**src/rtl/ex_stage_pkg.sv**
```systemverilog
`default_nettype none
// ============================================================================
//  Module      : ex_stage_pkg
//  Description : Shared definitions for the execute stage: exec opcode
//                encoding, zero constants and divider FSM state codes.
//  Revision    : 1.0  initial release
// ============================================================================
package ex_stage_pkg;

  // Exec opcodes decoded upstream and carried in the ID/EX register.
  typedef enum logic [4:0] {
    EX_NOP    = 5'd0,
    EX_ADD    = 5'd1,
    EX_SUB    = 5'd2,
    EX_SLL    = 5'd3,
    EX_SLT    = 5'd4,
    EX_SLTU   = 5'd5,
    EX_XOR    = 5'd6,
    EX_SRL    = 5'd7,
    EX_SRA    = 5'd8,
    EX_OR     = 5'd9,
    EX_AND    = 5'd10,
    EX_LUI    = 5'd11,
    EX_AUIPC  = 5'd12,
    EX_JAL    = 5'd13,
    EX_JALR   = 5'd14,
    EX_BEQ    = 5'd15,
    EX_BNE    = 5'd16,
    EX_BLT    = 5'd17,
    EX_BGE    = 5'd18,
    EX_BLTU   = 5'd19,
    EX_BGEU   = 5'd20,
    EX_LOAD   = 5'd21,
    EX_STORE  = 5'd22,
    EX_MUL    = 5'd23,
    EX_MULH   = 5'd24,
    EX_MULHSU = 5'd25,
    EX_MULHU  = 5'd26,
    EX_DIV    = 5'd27,
    EX_DIVU   = 5'd28,
    EX_REM    = 5'd29,
    EX_REMU   = 5'd30
  } exec_e;

  localparam logic [31:0] c_zero32 = 32'h0000_0000;
  localparam logic [4:0]  c_zero5  = 5'd0;

  // Divider sequencing states.
  typedef enum logic [1:0] {
    DIV_IDLE = 2'd0,
    DIV_BUSY = 2'd1,
    DIV_DONE = 2'd2
  } div_state_e;

endpackage
`default_nettype wire

```
**src/rtl/ex_divider.sv**
```systemverilog
`default_nettype none
// ============================================================================
//  Module      : ex_divider
//  Description : Iterative radix-2 restoring divider for DIV/DIVU/REM/REMU.
//                Works on magnitudes and applies the sign fix at the end.
//                Divide-by-zero and signed overflow skip the iterations.
//  Ports       : start     - divide op present (sampled only in IDLE)
//                is_signed - DIV/REM semantics
//                want_rem  - return remainder instead of quotient
//                a, b      - dividend, divisor
//                hold      - keep the finished result while high
//                busy      - stall request while a division is in flight
//                done      - result valid
//                result    - sign-corrected quotient or remainder
//  Revision    : 1.0  initial release
// ============================================================================
module ex_divider
  import ex_stage_pkg::*;
#(
  parameter int DIV_ITERS = 32
) (
  input  logic        clk,
  input  logic        rst,
  input  logic        start,
  input  logic        is_signed,
  input  logic        want_rem,
  input  logic [31:0] a,
  input  logic [31:0] b,
  input  logic        hold,
  output logic        busy,
  output logic        done,
  output logic [31:0] result
);

  localparam int CNT_W = $clog2(DIV_ITERS + 1);

  div_state_e       r_state;
  div_state_e       w_next;
  logic [CNT_W-1:0] r_cnt;
  logic [31:0]      r_q;      // dividend shifts out as quotient shifts in
  logic [31:0]      r_r;      // partial remainder
  logic [31:0]      r_den;
  logic             r_neg_q;
  logic             r_neg_r;
  logic             r_want_rem;

  logic        w_div_zero;
  logic        w_overflow;
  logic        w_special;
  logic [31:0] w_mag_a;
  logic [31:0] w_mag_b;
  logic [32:0] w_shift;
  logic [32:0] w_diff;
  logic [31:0] w_q_fix;
  logic [31:0] w_r_fix;

  assign w_div_zero = (b == c_zero32);
  assign w_overflow = is_signed && (a == 32'h8000_0000) && (b == 32'hFFFF_FFFF);
  assign w_special  = w_div_zero || w_overflow;
  assign w_mag_a    = (is_signed && a[31]) ? (c_zero32 - a) : a;
  assign w_mag_b    = (is_signed && b[31]) ? (c_zero32 - b) : b;

  // One restoring step: bring in the next dividend bit, subtract when it fits.
  // The partial remainder is always below the divisor, so 33 bits suffice.
  assign w_shift = {r_r, r_q[31]};
  assign w_diff  = w_shift - {1'b0, r_den};

  always_comb begin
    w_next = r_state;
    case (r_state)
      DIV_IDLE: if (start) w_next = w_special ? DIV_DONE : DIV_BUSY;
      DIV_BUSY: if (r_cnt == CNT_W'(1)) w_next = DIV_DONE;
      DIV_DONE: if (!hold) w_next = DIV_IDLE;
      default:  w_next = DIV_IDLE;
    endcase
  end

  always_ff @(posedge clk) begin
    if (rst) r_state <= DIV_IDLE;
    else     r_state <= w_next;
  end

  always_ff @(posedge clk) begin
    if (rst) begin
      r_cnt      <= '0;
      r_q        <= c_zero32;
      r_r        <= c_zero32;
      r_den      <= c_zero32;
      r_neg_q    <= 1'b0;
      r_neg_r    <= 1'b0;
      r_want_rem <= 1'b0;
    end else begin
      case (r_state)
        DIV_IDLE: begin
          if (start) begin
            r_want_rem <= want_rem;
            r_cnt      <= '0;
            if (w_div_zero) begin
              // Final values stored directly; sign fix disabled.
              r_q     <= 32'hFFFF_FFFF;
              r_r     <= a;
              r_neg_q <= 1'b0;
              r_neg_r <= 1'b0;
            end else if (w_overflow) begin
              r_q     <= 32'h8000_0000;
              r_r     <= c_zero32;
              r_neg_q <= 1'b0;
              r_neg_r <= 1'b0;
            end else begin
              r_q     <= w_mag_a;
              r_r     <= c_zero32;
              r_den   <= w_mag_b;
              r_neg_q <= is_signed && (a[31] ^ b[31]);
              r_neg_r <= is_signed && a[31];
              r_cnt   <= CNT_W'(DIV_ITERS);
            end
          end
        end
        DIV_BUSY: begin
          r_cnt <= r_cnt - CNT_W'(1);
          if (!w_diff[32]) begin
            r_r <= w_diff[31:0];
            r_q <= {r_q[30:0], 1'b1};
          end else begin
            r_r <= w_shift[31:0];
            r_q <= {r_q[30:0], 1'b0};
          end
        end
        default: ;
      endcase
    end
  end

  assign w_q_fix = r_neg_q ? (c_zero32 - r_q) : r_q;
  assign w_r_fix = r_neg_r ? (c_zero32 - r_r) : r_r;

  assign busy   = ((r_state == DIV_IDLE) && start) || (r_state == DIV_BUSY);
  assign done   = (r_state == DIV_DONE);
  assign result = r_want_rem ? w_r_fix : w_q_fix;

endmodule
`default_nettype wire

```
**src/rtl/ex_stage.sv**
```systemverilog
`default_nettype none
// ============================================================================
//  Module      : ex_stage
//  Description : Execute stage of the RV32IM pipeline. Combinational ALU,
//                multiplier, branch resolution and address generation, plus
//                an iterative divider that requests a pipeline stall.
//  Ports       : clk, rst (sync, active-high), stall_hold (downstream stall)
//                exec/funct3/rdest/rs1/rs2/imm/addr/we/mux from ID/EX
//                ex_* writeback, mem_* memory request, branch_* redirect,
//                stall_req_out to the stall controller
//  Revision    : 1.0  initial release
// ============================================================================
module ex_stage
  import ex_stage_pkg::*;
#(
  parameter int DIV_ITERS = 32
) (
  input  logic        clk,
  input  logic        rst,
  input  logic        stall_hold,
  input  logic [4:0]  exec_in,
  input  logic [2:0]  funct3_in,
  input  logic [4:0]  rdest_in,
  input  logic [31:0] rs1_in,
  input  logic [31:0] rs2_in,
  input  logic [31:0] imm_in,
  input  logic [31:0] addr_in,
  input  logic        we_in,
  input  logic        mux_in,
  output logic [4:0]  ex_rdest_out,
  output logic [31:0] ex_wdata_out,
  output logic        ex_we_out,
  output logic        mem_re_out,
  output logic        mem_we_out,
  output logic [31:0] mem_addr_out,
  output logic [31:0] mem_wdata_out,
  output logic [2:0]  mem_funct3_out,
  output logic        branch_taken_out,
  output logic [31:0] branch_target_out,
  output logic        stall_req_out
);

  exec_e       w_op;
  logic [31:0] w_op2;
  logic [4:0]  w_shamt;
  logic [31:0] w_agen;
  logic [31:0] w_pc_imm;
  logic [31:0] w_pc_4;
  logic [32:0] w_mul_a;
  logic [32:0] w_mul_b;
  logic [63:0] w_prod;
  logic        w_div_op;
  logic        w_div_busy;
  logic        w_div_done;
  logic [31:0] w_div_result;

  logic [31:0] w_wdata;
  logic        w_we;
  logic        w_re;
  logic        w_mwe;
  logic        w_taken;
  logic [31:0] w_target;

  assign w_op     = exec_e'(exec_in);
  assign w_op2    = mux_in ? imm_in : rs2_in;
  assign w_shamt  = w_op2[4:0];
  assign w_agen   = rs1_in + imm_in;
  assign w_pc_imm = addr_in + imm_in;
  assign w_pc_4   = addr_in + 32'd4;

  // A single 33x33 signed multiplier covers all four MUL variants: the
  // extra top bit is the sign for signed operands and zero otherwise.
  assign w_mul_a = {((w_op == EX_MULH) || (w_op == EX_MULHSU)) && rs1_in[31], rs1_in};
  assign w_mul_b = {(w_op == EX_MULH) && w_op2[31], w_op2};
  assign w_prod  = $signed(w_mul_a) * $signed(w_mul_b);

  assign w_div_op = (w_op == EX_DIV) || (w_op == EX_DIVU) ||
                    (w_op == EX_REM) || (w_op == EX_REMU);

  ex_divider #(
    .DIV_ITERS (DIV_ITERS)
  ) u_divider (
    .clk       (clk),
    .rst       (rst),
    .start     (w_div_op),
    .is_signed ((w_op == EX_DIV) || (w_op == EX_REM)),
    .want_rem  ((w_op == EX_REM) || (w_op == EX_REMU)),
    .a         (rs1_in),
    .b         (w_op2),
    .hold      (stall_hold),
    .busy      (w_div_busy),
    .done      (w_div_done),
    .result    (w_div_result)
  );

  always_comb begin
    w_wdata  = c_zero32;
    w_we     = we_in;
    w_re     = 1'b0;
    w_mwe    = 1'b0;
    w_taken  = 1'b0;
    w_target = c_zero32;
    case (w_op)
      EX_ADD:    w_wdata = rs1_in + w_op2;
      EX_SUB:    w_wdata = rs1_in - w_op2;
      EX_SLL:    w_wdata = rs1_in << w_shamt;
      EX_SLT:    w_wdata = {31'd0, $signed(rs1_in) < $signed(w_op2)};
      EX_SLTU:   w_wdata = {31'd0, rs1_in < w_op2};
      EX_XOR:    w_wdata = rs1_in ^ w_op2;
      EX_SRL:    w_wdata = rs1_in >> w_shamt;
      EX_SRA:    w_wdata = $signed(rs1_in) >>> w_shamt;
      EX_OR:     w_wdata = rs1_in | w_op2;
      EX_AND:    w_wdata = rs1_in & w_op2;
      EX_LUI:    w_wdata = imm_in;
      EX_AUIPC:  w_wdata = w_pc_imm;
      EX_JAL: begin
        w_wdata  = w_pc_4;
        w_taken  = 1'b1;
        w_target = w_pc_imm;
      end
      EX_JALR: begin
        w_wdata  = w_pc_4;
        w_taken  = 1'b1;
        w_target = w_agen & 32'hFFFF_FFFE;
      end
      EX_BEQ, EX_BNE, EX_BLT, EX_BGE, EX_BLTU, EX_BGEU: begin
        w_we     = 1'b0;
        w_target = w_pc_imm;
        case (w_op)
          EX_BEQ:  w_taken = (rs1_in == rs2_in);
          EX_BNE:  w_taken = (rs1_in != rs2_in);
          EX_BLT:  w_taken = ($signed(rs1_in) <  $signed(rs2_in));
          EX_BGE:  w_taken = ($signed(rs1_in) >= $signed(rs2_in));
          EX_BLTU: w_taken = (rs1_in <  rs2_in);
          default: w_taken = (rs1_in >= rs2_in);
        endcase
      end
      EX_LOAD:   w_re = 1'b1;
      EX_STORE: begin
        w_mwe = 1'b1;
        w_we  = 1'b0;
      end
      EX_MUL:    w_wdata = w_prod[31:0];
      EX_MULH, EX_MULHSU, EX_MULHU: w_wdata = w_prod[63:32];
      EX_DIV, EX_DIVU, EX_REM, EX_REMU:
                 w_wdata = w_div_done ? w_div_result : c_zero32;
      default:   w_we = 1'b0;   // NOP and unused encodings
    endcase
  end

  // Reset forces every output low, independent of the incoming bundle.
  assign ex_rdest_out      = rst ? c_zero5  : rdest_in;
  assign ex_wdata_out      = rst ? c_zero32 : w_wdata;
  assign ex_we_out         = rst ? 1'b0     : w_we;
  assign mem_re_out        = rst ? 1'b0     : w_re;
  assign mem_we_out        = rst ? 1'b0     : w_mwe;
  assign mem_addr_out      = rst ? c_zero32 : w_agen;
  assign mem_wdata_out     = rst ? c_zero32 : rs2_in;
  assign mem_funct3_out    = rst ? 3'd0     : funct3_in;
  assign branch_taken_out  = rst ? 1'b0     : w_taken;
  assign branch_target_out = rst ? c_zero32 : w_target;
  assign stall_req_out     = rst ? 1'b0     : w_div_busy;

endmodule
`default_nettype wire

```
**config.mk**
```make
export PLATFORM = sky130hd
export DESIGN_NAME = ex_stage
export DESIGN_NICKNAME = d
export VERILOG_FILES = /design/src/rtl/ex_stage_pkg.sv /design/src/rtl/ex_divider.sv /design/src/rtl/ex_stage.sv
export SDC_FILE = /design/constraint.sdc
export NUM_CORES = 2
export LEC_CHECK = 0
export CORE_UTILIZATION = 50
export DETAILED_ROUTE_END_ITERATION = 6
export PLACE_DENSITY = 0.68
export SYNTH_ARGS = -nofsm -noshare
export SYNTH_HDL_FRONTEND = slang
export SYNTH_SLANG_ARGS = --single-unit
```
**constraint.sdc**
```tcl
create_clock -name clk -period 51.3 [get_ports clk]
set_input_delay 10.26 -clock clk [delete_from_list [all_inputs] [get_ports clk]]
set_output_delay 10.26 -clock clk [all_outputs]
set_load 0.005 [all_outputs]
```
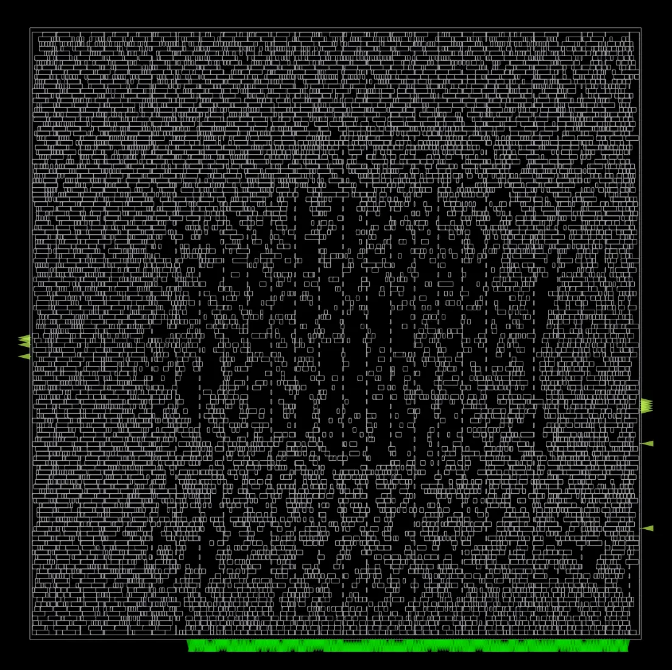
(cell placement)
final cell utilization of the core: 54.5%
tap cells: 1625
Site Rows: 128

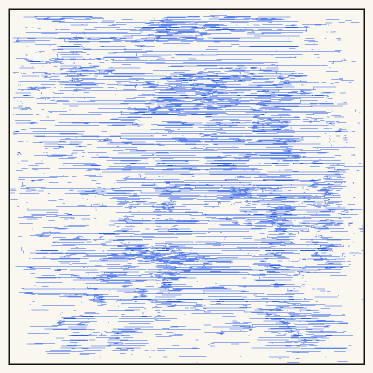
(metal 3)
Drawn at 1 px/micron.
wire length on this layer: 40.3 mm
longest straight run: 191 microns
via count: 62577
drt total wl: 320000 microns
met3 GRT Util: 15.1%

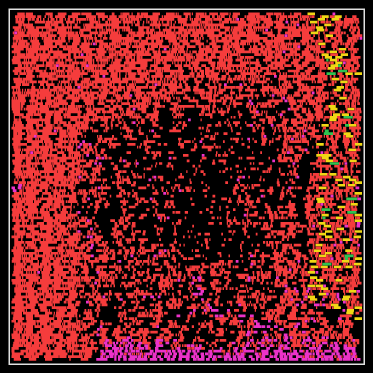
(placement by cell class)
Drawn at 1 px/micron.
legend:
  remaining buffers and delay cells:
    color: magenta
    cells: 484
    share_of_their_area: 6.5%
  clock drivers and dummy loads:
    color: green
    cells: 16
    share_of_their_area: 0.48%
  combinational and other logic:
    color: red
    cells: 7394
    share_of_their_area: 90%
  sequential cells:
    color: yellow
    cells: 107
    share_of_their_area: 3.3%
sequential cell area share: 3.22%
final instance area: 0.0666 sq mm
core area: 0.122 sq mm

==> run_results.csv <==
group,metric,value,unit
status,status,"completed",
setup_path,reg2reg_from,"u_divider.r_q[31]$_SDFFE_PP0P_",
yosys,yosys.area_share.simple,17.2,%
global_routing,antenna_found_initial,34,
layout,clock_buffers,9,
yosys,ys_top_cells_by_count,"inv_1, nand2_1, fa_1",
clock_network,cts.repair.resized,0,
route,dr_wl_met3,40300,microns
yosys,xor_area_share,4.37,%
die,fp.dieW,353,microns
setup_path,ff2ff_setup_slack,46.26,ns
placed_design,port_buffers,286,
run,tool_warnings,93,
route,dr.pass1.iters,6,
global_routing,grt_max_degree,77,
sta,whs,0.463,ns
layout,lay_top_cells,"inv_1, nand2_1, fa_1",
hold_path,hold_path.class,"reg2reg",
layout,buf_share,6.29,%
layout,signal_buffers,484,
route,wl_met2,135000,microns
yosys,yosysSeqAreaShare,3.47,%
global_routing,grt_pass1_wl,454000,microns
yosys,synthDistinctLibCells,88,
route,dr.max_layer_used,"met5",
route,met1_length,111000,microns
yosys,ys_sh_aoi,15.9,%
setup_path,crit_path_top_delay_cell,"a2111oi_0",
route,ant_nets,0,
yosys,yosysMostFrequentCell,"inv_1",
global_routing,top_usage_layer,"met2",
global_routing,grt_use_met1,61.2,%
setup_path,endpoint,"ex_wdata_out[8]",
sta,drv_slew,0,
sta,clock_skew,0.0148,ns
setup_path,critical_path_required,41.04,ns
layout,fillers,11599,
layout,comb_cells,5992,
global_routing,grt_pass1_vias,62259,
placed_design,dp_cells,9610,
yosys,flop_cell,"dfxtp_1",
yosys,logic_family,"adder cells",
die,fp-utilization,50.5,%
sta,period_minus_slack,32.50,ns
clock_network,clock_sinks,107,
setup_path,crit_fanout,59,
die,pin_count,287,
clock_network,ctsLongestPathBuffers,2,
sta,fmax,0.0308,GHz
sta,slew_headroom,3.37,%
die,die_area,0.125,sq mm
hold_path,hold_start,"u_divider.r_neg_q$_SDFFE_PP0P_",
sta,worst_pin_slew,1.44,ns
